Design armleocpu_plic_scan_arbiter, sky130hd; sources not shown.
==> images/port_trees.png <==
Drawn at 2 px/um.
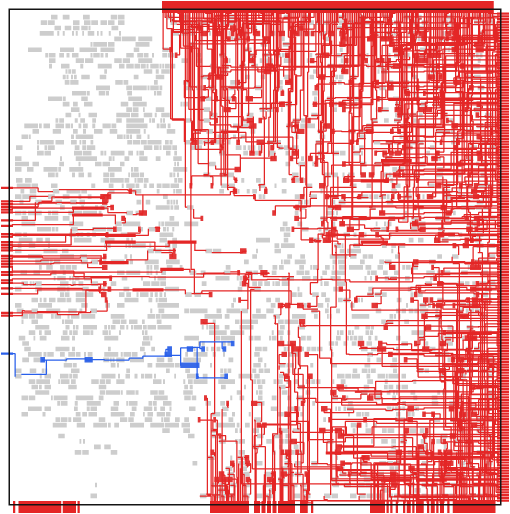
Key: priorities = red [bits 512, direction input, end cells 398, buffers 480, wire 30.6 mm]; rst = blue [bits 1, direction input, end cells 11, buffers 1, wire 185 um]
IO buf count: 590
I/O Pins: 625

==> images/route_heat.png <==
Drawn at 1.5 px/um. The die is cut into 24 by 25 equal tiles; white is low, dark blue is high, scaled to the fullest tile. Values are wire area over tile area, all layers added.
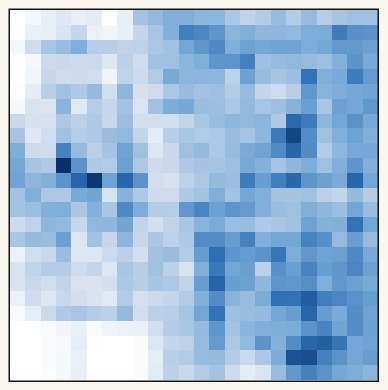
3.8% of the tiles are nearly empty. The fullest tile reaches 0.62. The mean over all tiles is 0.24.
vias after detailed routing: 15025
drt total wl: 88700 um

==> images/congestion_map.png <==
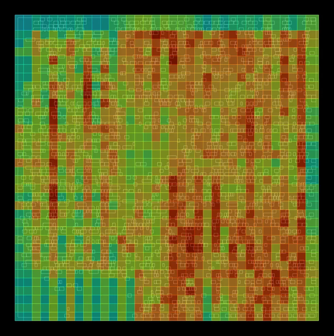
met2 track demand over resource: 0.489
gr usage total: 0.281

==> notes.md <==
flow finished, numbers: outcome complete, no violations, multi-input gate count 1152, normalized max-slew margin 0.499, Area leader share 0.167, Synth cell types 88, Area after DPL 18800 um^2, nets@finish 2812, Req. time, crit path 7560 ps, Final Skew roughly 7 ps, ClkCell Share 0.0180, mapped cell area 10400 um^2, # clock sinks a little under 90, buffering overhead 0.408, Die Height 247 um, flop count just under 90, pre-placement core utilization 0.179, post-layout instance area 19300 um^2, post-cts resize count 1, met3 Use GR 0.0587, Hold Path Class flop to flop, Max clock buf depth 2, busiest grt layer met2, ranking of synthesized cells by area dfxtp_1, ha_1, a21oi_1, o21ai_0, a221oi_1, total power 1.77 mW, Max VDD drop between 0.09 and 0.1 mV, RSZ-0062 raised after global routing false, CP max FO 10, Multi-input gate area 7990 um^2, minimum clock period 7000 ps, worst-margin pin slew about 750 ps, reg-to-reg slack, setup roughly 300 ps, GRT overflow 0, clock slew at reported path FFs ~70 ps, Yosys Instances roughly 1500, filler cell count 6254, Site Rows 89, largest net degree at the start of global routing 60, Die Width 245 um, Dominant flop cell dfxtp_1, clock buffers 12, antenna-violating nets left 0, gpl congestion 0.951, Final Max-Slew Violation Tally 0, Log Warnings 63, router iterations before antenna repair 5, setup ws final 299 ps, Mapped Avg Cell Area 7.17 um^2, flop share of the area 0.0906, CTS H-Tree Depth 3, Crit path largest cell delay 630 ps, Comb area share 0.414, number of synthesized flops with an enable pin 0, largest area contributor in the netlist dfxtp_1, placed cell count roughly 2900, DRT iter0 DRCs 999, Final setup viols 0, final clock period utilization by the worst path 0.959, Non-clock buffers 830, TritonCTS clock tree built, critical path type flop to flop, Yosys top cell by instances a21oi_1, Flop area 1750 um^2, TAP cells between 700 and 800, pre-CTS WS 44.7 ps, layout cells sized above 1 0.162, DR WL/cell roughly 30 um, Synthesized registers 87, Util after Layout 0.331, Top Layout Cells clkdlybuf4s50_1, buf_4, a21oi_1, dpl hpwl 74500 um, Mapped Cells 1457, most used logic cell in the final layout clkdlybuf4s50_1, worst path buffer plus inverter count 4, CTS root buf clkbuf_16, first-pass GRT wire length 120000 um, Nets at Floorplan around 2100, Post-synth top cells a21oi_1, o21ai_0, nand2_1, Layout Cells excl Fill 2960, hold buffer count at CTS 0, Top delay family on crit path AND-OR/OR-AND gates, cell area power density 91.6 nW/um^2, CP Launch Type flop, later-pin clock latency in the skew report 360 ps, Inserted Clock Buffers 9, Die ar. between 60000 and 70000 um^2, Seq/Total Area, Yosys 0.167, setup_tns 0 ps, Min Hold Slack approximately 460 ps, most used cell, CP o21ai_0, Hold Violations, Final 0, area added between synthesis and finish 84.6%, P_leak 7.54 nW, vias per inst about 5, CP Depth 25, Critical Path AT 7260 ps, Core Area a little under 60000 um^2, met1 GRT Util 0.353, asr flop ratio synth 0, R2R cell count 25, yosys stat chip area 10400 um^2, slowest cell on the critical path a222oi_1, Hold Path Depth 2, fmax between 0.1 and 0.15 GHz, DRC Markers 0, initial antenna violation count 32, vias in the first global route 15161, Antenna Cells 19, CP endpoint kind flop, Post-CTS Setup Bufs 0
==> kinds of logic after synthesis <==
group	synth area share
compound gates	0.431
simple gates	0.199
buf+inv	0.0847
flops	0.167
fa+ha+maj	0.0814
mux	0.0374
==> worst min-delay path, delay by kind of cell, from the launching register on <==
| family | cells | cell delay, ps |
|---|---|---|
| AOI/OAI and AO/OA | 1 | 50 |
| DFF | 1 | 310 |
| and+or+nand+nor | 1 | 50 |
==> routing by layer <==
layer / wire length, um / share of wire
met1: 37500 / 0.42
met2: 43500 / 0.49
met3: 5990 / 0.068
met4: 1530 / 0.017
met5: 217 / 0.0024
==> power by group <==
| part | internal (mW) | switching [mW] |
|---|---|---|
| Combinational | 0.430 | 0.293 |
| Clock | 0.352 | 0.215 |
| Sequential | 0.475 | 0.00157 |
| Total | 1.26 | 0.510 |
No activity file was given, so power comes from the tool's default toggle rates.
